File: src/rtl/clb_cfg_loader.sv
//------------------------------------------------------------------------------
// Module   : clb_cfg_loader
// Function : Framed, checksummed byte-stream loader that assembles LUT/select
//            configuration in shadow registers and commits it atomically.
// Revision : 1.0
//------------------------------------------------------------------------------
`default_nettype none

module clb_cfg_loader #(
   parameter int         NUM_CLB   = 4,
   parameter logic [7:0] SYNC_BYTE = 8'hA5
) (
   input  logic                 clk,
   input  logic                 reset,
   input  logic                 cfg_valid,
   input  logic [7:0]           cfg_data,
   output logic                 cfg_ready,
   input  logic                 cfg_abort,
   output logic [8*NUM_CLB-1:0] lut_cfg,
   output logic [NUM_CLB-1:0]   sel_cfg,
   output logic                 cfg_busy,
   output logic                 cfg_done,
   output logic                 cfg_error,
   output logic                 cfg_loaded
);

   localparam int IDX_W = (NUM_CLB > 1) ? $clog2(NUM_CLB) : 1;
   localparam logic [IDX_W-1:0] C_LAST_IDX = IDX_W'(NUM_CLB - 1);

   typedef enum logic [1:0] {
      S_IDLE = 2'd0,
      S_LUT  = 2'd1,
      S_CTRL = 2'd2,
      S_CHK  = 2'd3
   } state_t;

   state_t                 r_state;
   logic [IDX_W-1:0]       r_idx;
   logic [7:0]             r_chk;
   logic [8*NUM_CLB-1:0]   r_shadow_lut;
   logic [NUM_CLB-1:0]     r_shadow_sel;
   logic [8*NUM_CLB-1:0]   r_lut_cfg;
   logic [NUM_CLB-1:0]     r_sel_cfg;
   logic                   r_busy;
   logic                   r_done;
   logic                   r_error;
   logic                   r_loaded;
   logic                   w_accept;

   // The loader never backpressures: it takes a byte every cycle out of reset.
   assign cfg_ready = reset;
   assign w_accept  = cfg_valid & reset;

   assign lut_cfg    = r_lut_cfg;
   assign sel_cfg    = r_sel_cfg;
   assign cfg_busy   = r_busy;
   assign cfg_done   = r_done;
   assign cfg_error  = r_error;
   assign cfg_loaded = r_loaded;

   always_ff @(posedge clk or negedge reset) begin
      if (!reset) begin
         r_state      <= S_IDLE;
         r_idx        <= '0;
         r_chk        <= '0;
         r_shadow_lut <= '0;
         r_shadow_sel <= '0;
         r_lut_cfg    <= '0;
         r_sel_cfg    <= '0;
         r_busy       <= 1'b0;
         r_done       <= 1'b0;
         r_error      <= 1'b0;
         r_loaded     <= 1'b0;
      end else begin
         r_done <= 1'b0;
         // Abort outranks any byte presented in the same cycle; idle is untouched.
         if (cfg_abort && (r_state != S_IDLE)) begin
            r_state <= S_IDLE;
            r_busy  <= 1'b0;
         end else if (w_accept) begin
            case (r_state)
               S_IDLE: begin
                  if (cfg_data == SYNC_BYTE) begin
                     r_error <= 1'b0;
                     r_chk   <= '0;
                     r_idx   <= '0;
                     r_busy  <= 1'b1;
                     r_state <= S_LUT;
                  end
               end
               S_LUT: begin
                  for (int i = 0; i < NUM_CLB; i++) begin
                     if (r_idx == IDX_W'(i)) r_shadow_lut[8*i +: 8] <= cfg_data;
                  end
                  r_chk   <= r_chk ^ cfg_data;
                  r_state <= S_CTRL;
               end
               S_CTRL: begin
                  for (int i = 0; i < NUM_CLB; i++) begin
                     if (r_idx == IDX_W'(i)) r_shadow_sel[i] <= cfg_data[0];
                  end
                  r_chk <= r_chk ^ cfg_data;
                  if (r_idx == C_LAST_IDX) begin
                     r_state <= S_CHK;
                  end else begin
                     r_idx   <= r_idx + 1'b1;
                     r_state <= S_LUT;
                  end
               end
               S_CHK: begin
                  if (cfg_data == r_chk) begin
                     r_lut_cfg <= r_shadow_lut;
                     r_sel_cfg <= r_shadow_sel;
                     r_done    <= 1'b1;
                     r_loaded  <= 1'b1;
                  end else begin
                     r_error   <= 1'b1;
                  end
                  r_busy  <= 1'b0;
                  r_state <= S_IDLE;
               end
               default: r_state <= S_IDLE;
            endcase
         end
      end
   end

endmodule

`default_nettype wire

File: config.mk
export PLATFORM = sky130hd
export DESIGN_NAME = clb_cfg_loader
export DESIGN_NICKNAME = d
export VERILOG_FILES = /design/src/rtl/clb_cfg_loader.sv
export SDC_FILE = /design/constraint.sdc
export NUM_CORES = 1
export LEC_CHECK = 0
export CAP_MARGIN = 30
export CORE_ASPECT_RATIO = 1.1
export CORE_MARGIN = 2
export CORE_UTILIZATION = 48
export DETAILED_ROUTE_END_ITERATION = 16
export HOLD_SLACK_MARGIN = 0.1
export PLACE_DENSITY = 0.69
export RECOVER_POWER = 25
export SKIP_CTS_REPAIR_TIMING = 1
export SYNTH_ARGS = -nofsm -noshare
export SYNTH_HDL_FRONTEND = slang
export SYNTH_SLANG_ARGS = --single-unit
File: constraint.sdc
create_clock -name clk -period 2.9 [get_ports clk]
set_clock_uncertainty 0.2 [all_clocks]
set_input_delay 0.58 -clock clk [delete_from_list [all_inputs] [get_ports clk]]
set_output_delay 0.58 -clock clk [all_outputs]
set_load 0.01 [all_outputs]
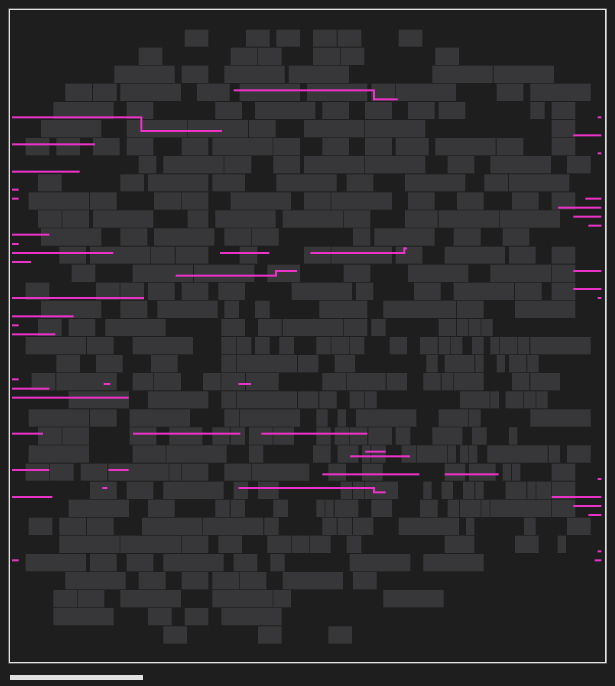
Fig. 1. Metal 3.
The bar under the picture is 20 µm long.
share of all routed wire: 4.3%
nets with wire on the layer: 44

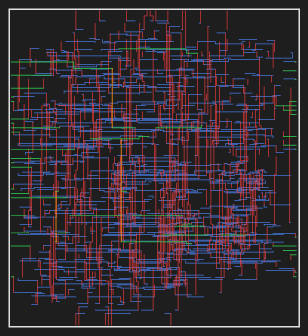
Fig. 2. Signal wires by layer.
[orange] met4 | wire length: 66.0 µm
[blue] met1 | wire length: 3940 µm
[red] met2 | wire length: 3820 µm
[green] met3 | wire length: 354 µm
wire per inst: 17.52 µm
Post-Route WL: 8.181 mm
Global Route Usage Sum: 20.48%

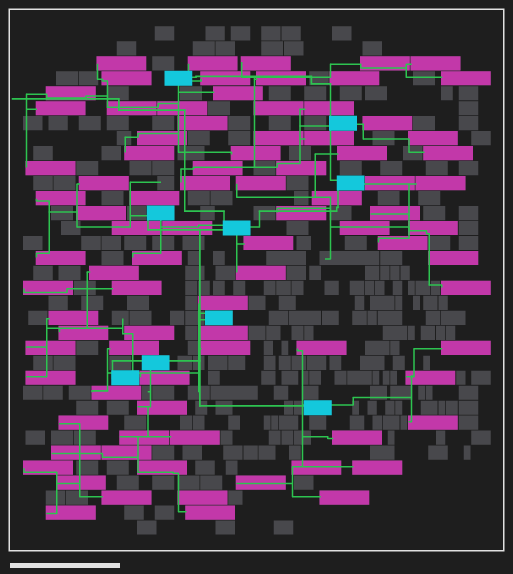
Fig. 3. Clock distribution.
The bar under the picture is 20 µm long.
[green] clock wires | length: 1020 µm
[magenta] flip-flops | count: 88
[cyan] cells driving clock nets | count: 9
routed clock nets: 10

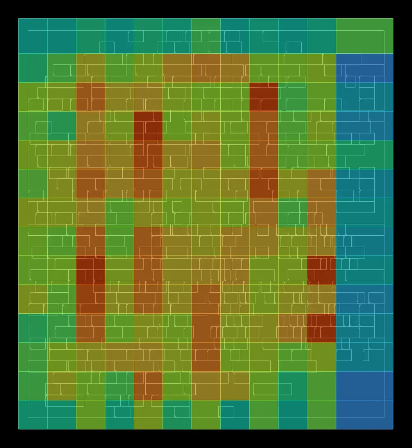
Fig. 4. Routing congestion map.
met1 Resource Use GR: 30.48%
final core utilization: 61.18%

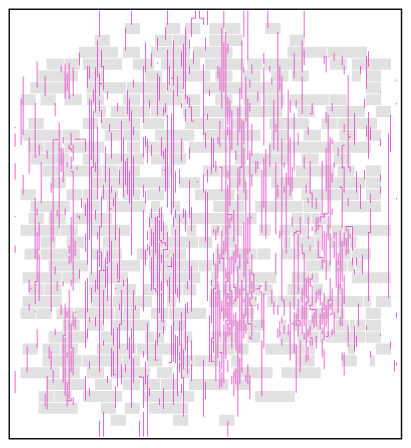
Fig. 5. The metal 2 layer.
share of all routed wire: 47%
nets with wire on the layer: 343
wire length on this layer: 3820 µm

==> reports/metrics.cfg <==
[timing]
worst_slew_pin_slew_ps = 1210
final-setup-viol-count = 0
rsz0062_at_grt = false
fmax_mhz = 419.5
finalWorstSetupSlack_ps = 516.1

[setup_path]
worst-path-max-fanout = 8
crit_path_start_kind = input port

[power]
pg_clk_w = 0.000898
p_clk_share_pct = 25.3
power_w = 0.003553
p_int_w = 0.002443
p_seq_share_pct = 49.6
p_sw_w = 0.001110

[cells_and_area]
buffer_area_share_pct = 13.96
nNonClkBuffers = 72
largestClassByArea = sequential cells
area_delta_synth_final_pct = 24.65
sh_comb_area_pct = 32.59
flop_area_um2 = 2202

[yosys]
ys_sh_simple_pct = 10.14
ys_warn_count = 0
common_cells = dfrtp_1 (88), mux2_2 (70), nand3_1 (16), nor4_1 (9)
edf_count = 0
synth_area_leader_cell = dfrtp_1
synth_area_um2 = 3862
compound_area_share_pct = 5.086
netlist-cell-type-count = 38
yosys-stat-area_um2 = 3862
synth_adder_area_share_pct = 2.592

[placement]
gp_congestion = 0.8286
io_buffers = 52
dp_hpwl_mm = 5.663
place_ws_ps = 126.6

[min_path]
min_to = cfg_loaded
whs_path_depth = 1

[floorplanning]
ios = 53
core_util_floorplan_pct = 49.08

[clock_network]
clockBufferDepth = 2

[run_status]
outcome = completed

[global_route]
grt_max_degree = 49

[route]
drc_errors = 0

## routing by layer
layer / global-route usage (%) / wire [µm] / share of wire [%] / vias to the layer above
met5: 0 / 0 / 0 / -
met4: 4.133 / 65 / 0.79 / 0
met3: 5.579 / 354 / 4.3 / 8
met2: 30.37 / 3819 / 47 / 60
met1: 30.48 / 3940 / 48 / 1303
li1: - / - / - / 1169
## cells in the final DEF (no fill, tap or decap), types with 2 or more instances in the layout
master and count:
dfrtp_1 88, mux2_2 70, clkdlybuf4s50_1 51, buf_4 17
nand3_1 16, clkbuf_8 10, nor4_1 9, nand2b_1 8
nand2_1 8, xnor2_1 8, nor2b_1 8, a221o_1 8
ha_1 8, inv_1 7, nor2_1 4, nand4_1 3
a21oi_1 3, mux2_1 2, a21oi_2 2, or4_1 2
o31ai_1 2, inv_6 2, clkbuf_2 2
